## config.mk

```make
export PLATFORM = sky130hd
export DESIGN_NAME = bit_shift_left16_flat
export DESIGN_NICKNAME = d
export VERILOG_FILES = /design/src/rtl/bit_shift_left16_if.sv /design/src/rtl/bit_shift_left16.sv /design/src/flat_wrapper.sv
export SDC_FILE = /design/constraint.sdc
export NUM_CORES = 1
export LEC_CHECK = 0
export ABC_AREA = 0
export CAP_MARGIN = 25
export CORE_UTILIZATION = 45
export DETAILED_ROUTE_END_ITERATION = 10
export PLACE_DENSITY_LB_ADDON = 0.25
export SETUP_SLACK_MARGIN = 0.4
export SLEW_MARGIN = 20
export SYNTH_ARGS = -nofsm -noshare
export SYNTH_HDL_FRONTEND = slang
export SYNTH_SLANG_ARGS = --single-unit
```

## constraint.sdc

```tcl
create_clock -name clk -period 2.15 [get_ports clk]
set_input_delay 0.3225 -clock clk [delete_from_list [all_inputs] [get_ports clk]]
set_output_delay 0.3225 -clock clk [all_outputs]
set_load 0.02 [all_outputs]
```

## src/rtl/bit_shift_left16_if.sv

```systemverilog
// Operand/result bundle for bit_shift_left16.
// The ovf signal exists only when BSL16_OVF_EN is defined.
interface bit_shift_left16_if #(
  parameter int WIDTH = 16
);
  logic             in_valid;
  logic [WIDTH-1:0] a;
  logic [WIDTH-1:0] b;
  logic [WIDTH-1:0] out;
  logic             out_valid;
`ifdef BSL16_OVF_EN
  logic             ovf;

  modport master (output in_valid, a, b, input out, out_valid, ovf);
  modport slave  (input in_valid, a, b, output out, out_valid, ovf);
`else
  modport master (output in_valid, a, b, input out, out_valid);
  modport slave  (input in_valid, a, b, output out, out_valid);
`endif
endinterface

```

## src/rtl/bit_shift_left16.sv

```systemverilog
// 16-bit logical left shifter: log2 barrel network (1/2/4/8) plus one output register.
// Optional ovf output (a 1 bit was shifted out) is enabled with BSL16_OVF_EN.
module bit_shift_left16 #(
  parameter int WIDTH   = 16,
  parameter int SHAMT_W = 4
) (
  input  logic          clk,
  input  logic          rst_n,
  bit_shift_left16_if.slave bus
);

  logic [WIDTH-1:0] s1, s2, s3, s4;
  logic [WIDTH-1:0] result;
  logic             too_big;

  // Any set bit above the shift-amount field means a shift of 16 or more.
  assign too_big = |bus.b[WIDTH-1:SHAMT_W];

  assign s1 = bus.b[0] ? {bus.a[WIDTH-2:0], 1'b0} : bus.a;
  assign s2 = bus.b[1] ? {s1[WIDTH-3:0],    2'b0} : s1;
  assign s3 = bus.b[2] ? {s2[WIDTH-5:0],    4'b0} : s2;
  assign s4 = bus.b[3] ? {s3[WIDTH-9:0],    8'b0} : s3;

  // NOTE: always_comb assigns a default first so no path can infer a latch.
  always_comb begin
    result = s4;
    if (too_big) result = '0;
  end

`ifdef BSL16_OVF_EN
  logic ovf_next;

  // Each active stage loses its top 2^k bits; a huge shift loses all of a.
  always_comb begin
    ovf_next = (bus.b[0] &  bus.a[WIDTH-1])
             | (bus.b[1] & |s1[WIDTH-1:WIDTH-2])
             | (bus.b[2] & |s2[WIDTH-1:WIDTH-4])
             | (bus.b[3] & |s3[WIDTH-1:WIDTH-8]);
    if (too_big) ovf_next = |bus.a;
  end
`endif

  // NOTE: registers use non-blocking assignments; out is reset too so it is
  // never X even when a/b float while in_valid is low.
  always_ff @(posedge clk or negedge rst_n) begin
    if (!rst_n) begin
      bus.out       <= '0;
      bus.out_valid <= 1'b0;
`ifdef BSL16_OVF_EN
      bus.ovf       <= 1'b0;
`endif
    end else begin
      bus.out_valid <= bus.in_valid;
      if (bus.in_valid) begin
        bus.out <= result;
`ifdef BSL16_OVF_EN
        bus.ovf <= ovf_next;
`endif
      end
    end
  end

endmodule

```

## src/flat_wrapper.sv

```systemverilog
// flat-port wrapper written by rule: the top's interface ports become plain ports
module bit_shift_left16_flat 
#(
  parameter int WIDTH   = 16,
  parameter int SHAMT_W = 4
)
  (clk, rst_n, bus_in_valid, bus_a, bus_b, bus_out, bus_out_valid);
  bit_shift_left16_if #(.WIDTH(WIDTH)) bus_i ();
  input  logic clk;
  input  logic rst_n;
  input wire logic [$bits(bus_i.in_valid)-1:0] bus_in_valid;
  input wire logic [$bits(bus_i.a)-1:0] bus_a;
  input wire logic [$bits(bus_i.b)-1:0] bus_b;
  output wire logic [$bits(bus_i.out)-1:0] bus_out;
  output wire logic [$bits(bus_i.out_valid)-1:0] bus_out_valid;
  assign bus_i.in_valid = bus_in_valid;
  assign bus_i.a = bus_a;
  assign bus_i.b = bus_b;
  assign bus_out = bus_i.out;
  assign bus_out_valid = bus_i.out_valid;
  bit_shift_left16 #(.WIDTH(WIDTH), .SHAMT_W(SHAMT_W)) u_core (.clk(clk), .rst_n(rst_n), .bus(bus_i));
endmodule
```

==> summary.txt, run 1 <==
The following summarizes the physical implementation.

Run status
The final reports fail on design-rule violations. The flow ran to the end, but the final reports show violations.

Layout
The post-route netlist has between 20% and 30% of its cells at a drive strength greater than 1. Among logic cells in the layout, the one with the most instances is sky130_fd_sc_hd__clkdlybuf4s50_1.

Logic synthesis
The cell count in the Yosys report is 118. The synthesized netlist net count is 153. For reference, the mux area share after synthesis is 31.3%.

The compound-cell area share of the yosys netlist is about 16%. The post-synthesis cell area is 1350 sq um. Sorting the synthesized cells by area gives the leading types as sky130_fd_sc_hd__dfrtp_1, sky130_fd_sc_hd__mux4_2, sky130_fd_sc_hd__mux2i_1, sky130_fd_sc_hd__o2bb2ai_1, sky130_fd_sc_hd__mux4_1.

Setup path
The startpoint of the worst setup timing path is bus_b[12]. Data arrives at the worst endpoint at 1.98 ns. The slack of the worst reg-to-reg path is 1.17 ns.

GRT
The initial antenna violation count is 0.

Timing
For the final routed database, the setup TNS stands at 0 ns. The worst slew margin relative to its limit is 49.9%.

Clocking
Per the CTS log, the maximum H-tree level is 1. The total clock buffers created by CTS is 3.

Floorplanning
The pre-placement core utilization is 47.9%.

Power
The final power report lists total power as 749 uW.

Detailed routing
The number of remaining DRC errors is 6.

Hold path
The type of the most critical hold path is in2async.
## run 1: how the worst min path moves through the flow
stage | end | slack [ns] | depth (start not counted)
floorplan | u_core.bus.out[0] | 0.03 | 0
detailed placement | u_core.bus.out[6] | 0.48 | 1
global placement | u_core.bus.out[4] | 0.47 | 1
global route | u_core.bus.out[1] | 0.51 | 1
finish | u_core.bus.out[5] | 0.45 | 1
CTS | u_core.bus.out[5] | 0.48 | 1
## run 1: repair_timing
item                       CTS  global route
gates resized                2             2
setup buffers                4             3
hold buffers                 0             0
pin swaps                    0             5
setup endpoints to repair    4             6
## run 1: area by class of cell
| class | count | area, sq um |
|---|---|---|
| clock buffer | 3 | 22.5 |
| multi-input combinational | 91 | 865 |
| fill | 230 | 768 |
| timing repair buffer | 71 | 673 |
| inverter | 2 | 7.51 |
| clock inverter | 1 | 5.00 |
| sequential | 17 | 425 |
| tap | 31 | 38.8 |
## run 1: critical path, stage by stage
cell and delay [ns]:
sky130_fd_sc_hd__clkdlybuf4s50_1 0.45, sky130_fd_sc_hd__nor4b_1 0.37, sky130_fd_sc_hd__nand4_1 0.28, sky130_fd_sc_hd__buf_4 0.23
sky130_fd_sc_hd__o31a_1 0.26, sky130_fd_sc_hd__o21ai_1 0.07
## run 1: metal layers
layer,wire (um),vias to the layer above,track usage [%]
li1,-,614,-
met1,1510,626,30.2
met2,1800,50,40.1
met3,176,8,3.00
met4,61,0,8.21
met5,0,-,0
## run 1: where the power goes
group	switching (uW)	total (uW)	internal (uW)	leakage, uW
combinational	105	248	143	0.000617
sequential	0.329	321	321	0.000235
clock	110	180	69.5	0.0000177
total	216	749	533	0.000870
## run 1: registers in the layout, summed over array words and instances (netlist names)
register	flops
u_core.bus.out	16
u_core.bus.out_valid	1
Figure 1. The metal 3 layer (run 1).
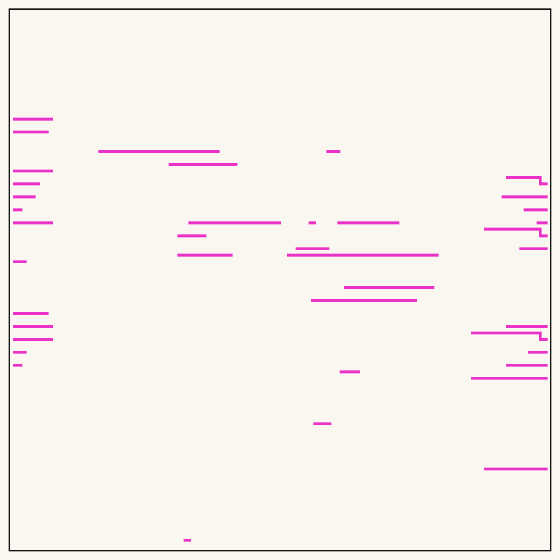
main direction: horizontal
share of all routed wire: 5.0%
nets with wire on the layer: 36
wire length on this layer: 176 um

Figure 2. PDN straps and rails (run 1).
Bar = 20 um. Pins as bars on the die edge.
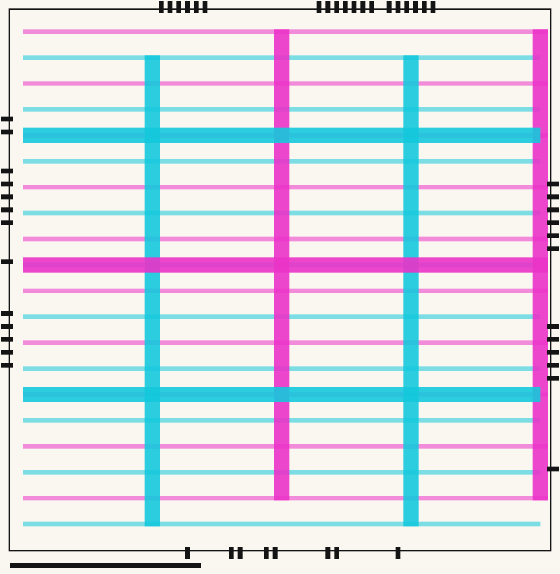
[magenta] VDD
[cyan] VSS
met4 straps: 4
signal pins: 52
height of the chip: 56.7 um
area of the placeable core: 2810 sq um
Peak supply drop: 0.217 mV
width of the die: 56.7 um

Figure 3. Signal wires by layer (run 1).
Bar = 20 um. Only two layers are drawn.
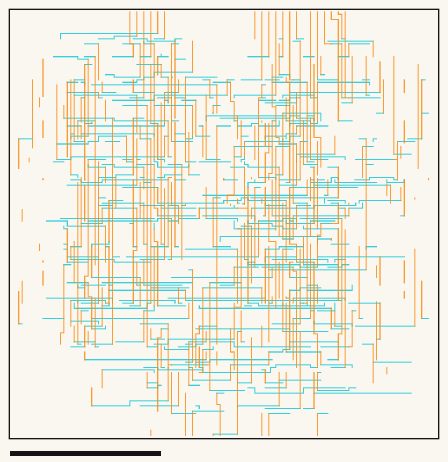
[orange] metal 2 | wire length: 1800 um
[cyan] metal 1 | wire length: 1510 um
total vias in the final route: 1298
global router's overall resource usage: 23.4%
Post-Route WL: 3550 um

==> run 2, diff against run 1 <==
--- a/config.mk
+++ b/config.mk
@@ -7,7 +7,7 @@
 export LEC_CHECK = 0
 export ABC_AREA = 0
 export CAP_MARGIN = 25
-export CORE_UTILIZATION = 45
+export CORE_UTILIZATION = 39
 export DETAILED_ROUTE_END_ITERATION = 10
 export PLACE_DENSITY_LB_ADDON = 0.25
 export SETUP_SLACK_MARGIN = 0.4
==> constraint.sdc (replaced) <==
create_clock -name clk -period 1.4 [get_ports clk]
set_input_delay 0.21 -clock clk [delete_from_list [all_inputs] [get_ports clk]]
set_output_delay 0.21 -clock clk [all_outputs]
set_load 0.02 [all_outputs]
Figure 4. Signal wires by layer (run 2).
Bar = 20 um. Only two layers are drawn.
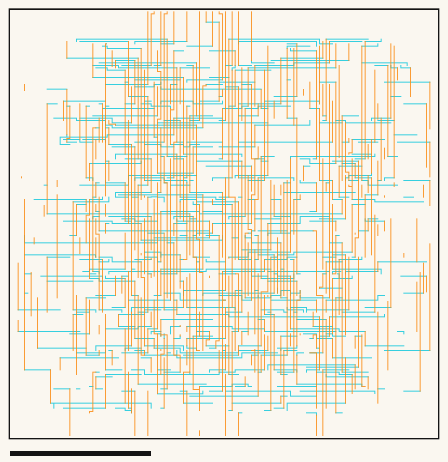
[cyan] metal 1 | wire length: 1940 um
[orange] metal 2 | wire length: 2710 um
wire per inst: 19.4 um
Post-Route WL: 5060 um
global router's overall resource usage: 29.0%
total vias in the final route: 1503

Figure 5. Metal 2 (run 2).
Bar = 20 um.
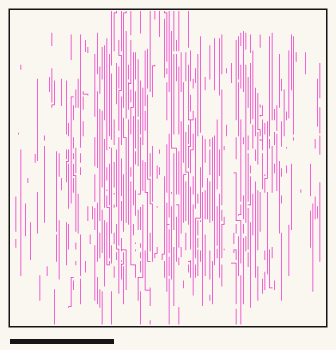
nets with wire on the layer: 237
share of all routed wire: 54%
longest straight run: 30.3 um
wire length on this layer: 2710 um

==> run 2 against run 1 <==
Effect of this change: cell count is 20% higher; setup slack worse by 0.34 ns; die size is 15% higher; register-to-register slack worse by 0.80 ns; the flow now finishes without violations; sequential power is 54% higher; via count is 16% higher; critical endpoint unchanged; critical path type unchanged.
==> summary.txt, run 2 <==
The following summarizes the physical implementation.

Floorplanning
The total core area is 3150 sq um. The chip width is 60.7 um. The floorplan step set the die height to 60.7 um. According to the I/O placement log, the pin count is 52. Once the floorplan was initialized, standard cells occupied a little over two fifths of the core.

Setup path
Per STA, the startpoint of the critical path is bus_b[1]. The slowest library cell on the worst path is sky130_fd_sc_hd__mux4_2. The arrival time of data at the worst endpoint is listed as 1.55 ns.

Per STA, the worst path is made up of buf_6 > buf_12 > buf_8 > mux2i_1 > buf_4 > mux4_2 > o21ai_1. The slack of the worst reg-to-reg path is 0.37 ns. The biggest cell delay along the critical path is 0.50 ns. The kind of capture point of the worst setup path is a flop.

Power
The share of power burned in the clock network is between 20% and 30%. Per the power-grid run, VDD falls by no more than about 0.63 mV. The switching power summed over all nets is approximately 380 uW. The share of total power in sequential cells is 38.9%. The switching portion of total power comes to 30.2%. In the power breakdown, the internal column shows 884 uW. The static leakage power is ~0.0011 uW.

Layout
In the final layout, the multi-input gates occupy 1000 sq um. The flip-flop count of the largest register after layout is 16. The largest registers in the layout are u_core.bus.out (16), u_core.bus.out_valid (1). The layout summary lists the proportion of cells stronger than drive strength 1 as 56.0%. The most frequent logic cell in the layout is sky130_fd_sc_hd__buf_4. The sequential cells in the finished layout cover a total of 425 sq um. The filler cells instantiated in the layout total 197. The register name with the most flops is u_core.bus.out.

Logic synthesis
The cell area that synthesis handed to floorplanning was 1350 sq um. The multiplexer fraction of the synthesized cell area is 31.3%. Summing the sequential cell areas from Yosys gives 31.6% of the chip area. The top cell type by area accounts for approximately a third of the synthesized area. The cell count in the Yosys report is 118. The main area contributors are sky130_fd_sc_hd__dfrtp_1, sky130_fd_sc_hd__mux4_2, sky130_fd_sc_hd__mux2i_1, sky130_fd_sc_hd__o2bb2ai_1, sky130_fd_sc_hd__mux4_1. The compound-cell area share of the yosys netlist is 15.6%.

The synthesized netlist net count is 153. The number of flops mapped to enable cells by yosys is 0.

Clocking
CTS added clock buffers totalling 3. Looking at the clock tree report, the root buffer type is sky130_fd_sc_hd__clkbuf_4. The depth of the CTS H-tree is 1.

GRT
After global routing the overflow that remains totals 0. The initial antenna violation count was 0.

Timing
In the final run the clock tree shows a worst skew of 0 ns. The worst slew margin relative to its limit is 79.6%. Setup total negative slack on the finished layout was measured at 0 ns.

Run status
The flow ran to the end, and the final reports show no timing, DRC or antenna violations.

Hold path
Note that the worst hold path type here is in2async.

Place
Note, the detailed placer reported a final HPWL of 3210 um. Summing all placed instances gives a cell area of 2120 sq um.
Figure 6. PDN straps and rails (run 2).
Bar = 20 um. Pins as bars on the die edge.
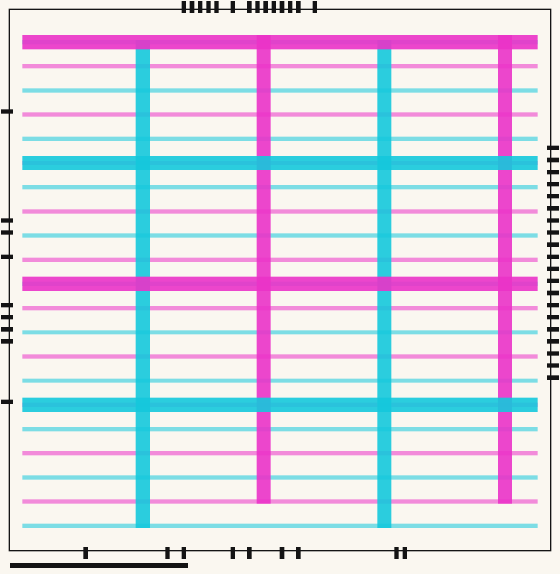
[magenta] VDD
[cyan] VSS
signal pins: 52
met4 straps: 4
met1 rails: 21
met5 straps: 4
rows: 20

[run 2: cell counts after synthesis]
Identical to the previous run, type by type.
[run 2: per-layer routing]
layer / routed length, um / vias up / track usage [%]
met5: 0 / - / 0
met4: 122 / 0 / 11.4
met3: 286 / 10 / 8.10
met2: 2710 / 59 / 50.1
met1: 1940 / 761 / 34.3
li1: - / 673 / -
[run 2: worst min path at each step]
stage,to
global route,u_core.bus.out[2]
global placement,u_core.bus.out[2]
floorplan,u_core.bus.out[0]
detailed placement,u_core.bus.out[4]
finish,u_core.bus.out[2]
CTS,u_core.bus.out[3]
[run 2: worst max-delay path, delay by kind of cell]
kind | cells | cell delay (ns)
buf+inv | 4 | 0.53
compound gates | 1 | 0.14
mux | 2 | 0.66
[run 2: per-stage QoR]
step,hold WS (ns),cells,worst slack [ns],total power (uW)
3_5_place_dp,0.477,237,-0.639,912
2_1_floorplan,-0.0856,118,0.0169,698
6_report,0.229,260,0.0725,1270
3_3_place_gp,0.472,237,-0.608,905
5_1_grt,0.260,260,0.0507,1320
4_1_cts,0.231,253,0.0631,1230
[run 2: final cells by class]
cell class,count,area share [%]
multi-input cells,91,40.3
repair buffers,102,39.0
flip-flops and latches,17,17.1
well taps,44,2.21
clock buffers,4,1.06
inverters,2,0.302
[run 2: what timing repair did]
action / 4_1_cts / 5_1_grt
cloned: 1 / 0
buffers inserted: 11 / 7
pin swaps: 23 / 11
hold buffers: 0 / 0
endpoints found under the setup margin: 33 / 33
resized: 203 / 15
hold endpoints to repair: 0 / 0
[run 2: power groups by stage]
stage	logic, uW	clock network (uW)	registers (uW)
floorplan	193	0	504
global placement	403	0	502
detailed placement	410	0	502
CTS	463	272	493
global route	532	295	493
finish	506	268	493
Power is estimated from default activity; no workload was simulated.
